**Metal layers overlaid**

Bar = 20 µm.
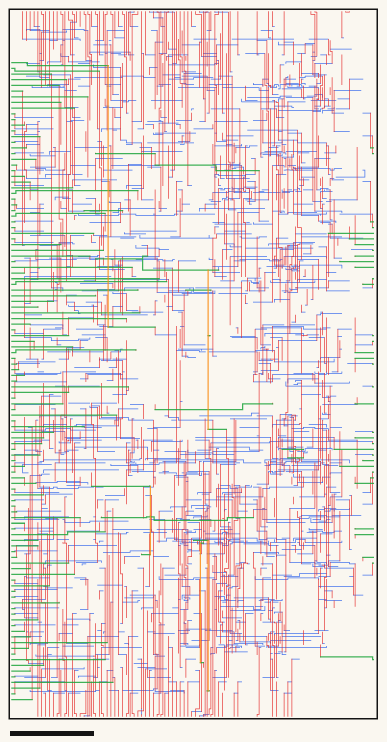
**Cell density map**

9 x 17 tiles, from dark blue (low) to red (high), 0 to 100% covered.
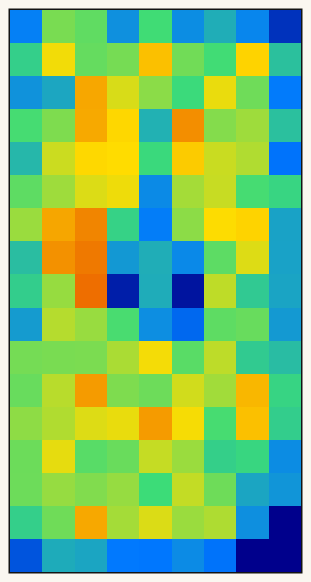
Design stg5wb, sky130hd; sources not shown.
==> results.cfg <==
; physical design summary
[synth]
synthArstFlopShare = 1.00
top_cells_by_area = dfrtp_1 (57%), buf_4 (12%), xnor2_1 (7.6%)
edf_count = 0
synth_area_mm2 = 0.00520
yosys_area_mm2 = 0.00520
synth_area_leader_cell = dfrtp_1
ys_cells = 429

[layout]
nets = 725
comb_cells = 213
inverters = 8
layout.nonclk_buf_frac = 0.337
clk_share = 0.0764
design.seq.count = 119
dominant_cells = flip-flops and latches
nNonClkBuffers = 275
comb_area_frac = 0.191

[clocking]
cts_max_level = 4
cts_hold_buf = 0
clock_latency_ns = 0.41
cts_buffers = 17
cts_num_sinks = 119
clockRootBuffer = clkbuf_16

[pwr]
switching_share = 0.306
p_seq_w = 0.00206
powerDensity_mw_per_mm2 = 707
leakagePower_nw = 3.43
p_sw_w = 0.00175
top_power_group = clock
ir_drop_uv = 464
power_clock_w = 0.00221
power.internal_w = 0.00396
seqPwrFrac = 0.360

[place]
port_buffers = 264
hpwl_mm = 10.7
place_inst = 766

[drt]
drtIter0Drc = 122
ant_nets = 0
drc = 0
drt-vias-per-instance = 4.81
wl_met1_mm = 4.76
wl_met2_mm = 7.72
drtPass1Iterations = 5

[timing]
fin_ws_ns = 0.0451
period_used_share = 0.984
tightest_slew_ns = 0.820
max_slew_margin = 0.448

[setup_path]
cpLargestDelayFamily = simple AND/OR/NAND/NOR gates
cp_max_fo = 3
rrSetupSlack_ns = 0.67
crit_arrival_ns = 2.09
crit_buf_inv = 2
crit_chain = dlygate4sd2_1 > or4_4 > o31a_1 > and2_4 > buf_6
crit_path_max_incr_delay_ns = 0.52
cp-end-kind = primary output
cp-start-kind = input pin
reg2regPathDepth = 5

[global_route]
grt.overflow.total = 0
busiest_layer = met2
grt_max_degree = 61
antenna_found_initial = 0
met2_usage = 0.342
met3_usage = 0.0986

[outcome]
status = completed

[floorplan]
dieArea_mm2 = 0.0148
die_y_um = 169
die_x_um = 87.7
rows = 59

[worst_hold_path]
hold_depth = 1
hold_class = reg2reg

[run]
cap_violations = 0
warnings = 50
About 'metal layers overlaid':
- metal 3: green (wire length 1300 µm)
- metal 1: blue (wire length 4760 µm)
- metal 2: red (wire length 7720 µm)
- metal 4: orange (wire length 182 µm)
via count: 3844
routed wire length: 14.0 mm
Tot GR Track Use: 0.196
wire length per cell: 17.5 µm

About 'cell density map':
- fullest tile: 88%
- mean over tiles: 53%
- tiles over 75% full: 13%
- densest ninth of the die: middle left
Post-Route Utilization: 0.618
Core Area: 0.0131 mm²
Initial Util: 0.398

[cells in the mapped netlist, drive strengths merged (8+ instances only)]
cell / instances
and3: 9
buf: 87
dfrtp: 119
inv: 8
mux2: 26
nand2: 27
nand3: 17
nand4: 22
nor2: 15
nor3: 11
xnor2: 45
xor2: 17
[cell usage in the layout, fill, tap and decap left out, types with 5 or more instances in the layout]
| cell type | Yosys | routed |
|---|---|---|
| nand2_1 | 27 | 27 |
| nand3_1 | 17 | 17 |
| dfrtp_1 | 119 | 119 |
| clkbuf_16 | 0 | 17 |
| nor2_1 | 15 | 14 |
| nor3_1 | 11 | 11 |
| xor2_1 | 17 | 17 |
| and3_1 | 9 | 9 |
| nand4_1 | 22 | 22 |
| clkdlybuf4s50_1 | 0 | 256 |
| xnor2_1 | 45 | 45 |
| inv_1 | 8 | 8 |
| and4_1 | 5 | 5 |
| mux2_2 | 26 | 26 |
| buf_4 | 83 | 12 |
[cells by family after synthesis]
kind of cell,Yosys count,share of synthesized area
compound gates,4,0.00770
xor+xnor,62,0.104
fa+ha+maj,2,0.00481
buf+inv,97,0.133
flops,119,0.572
mux,26,0.0563
simple gates,119,0.121
[through the flow]
step / cell area, µm² / utilization / TNS (ns) / power [W] / hold slack [ns]
2_1_floorplan: 5200 / - / 0 / 0.00288 / 0.417
3_3_place_gp: 7440 / 0.569 / -0.543 / 0.00351 / 0.453
3_5_place_dp: 7440 / 0.569 / -0.592 / 0.00354 / 0.456
4_1_cts: 8070 / 0.617 / 0 / 0.00578 / 0.468
5_1_grt: 8080 / 0.618 / -0.000313 / 0.00597 / 0.486
6_report: 8080 / 0.618 / 0 / 0.00571 / 0.462
[timing repair]
item | CTS | global route
endpoints found under the setup margin | 3 | 3
pin swaps | 4 | 3
hold endpoints to repair | 0 | 0
setup buffers | 0 | 1
gates resized | 9 | 1
Power and IR drop assume default switching activity.
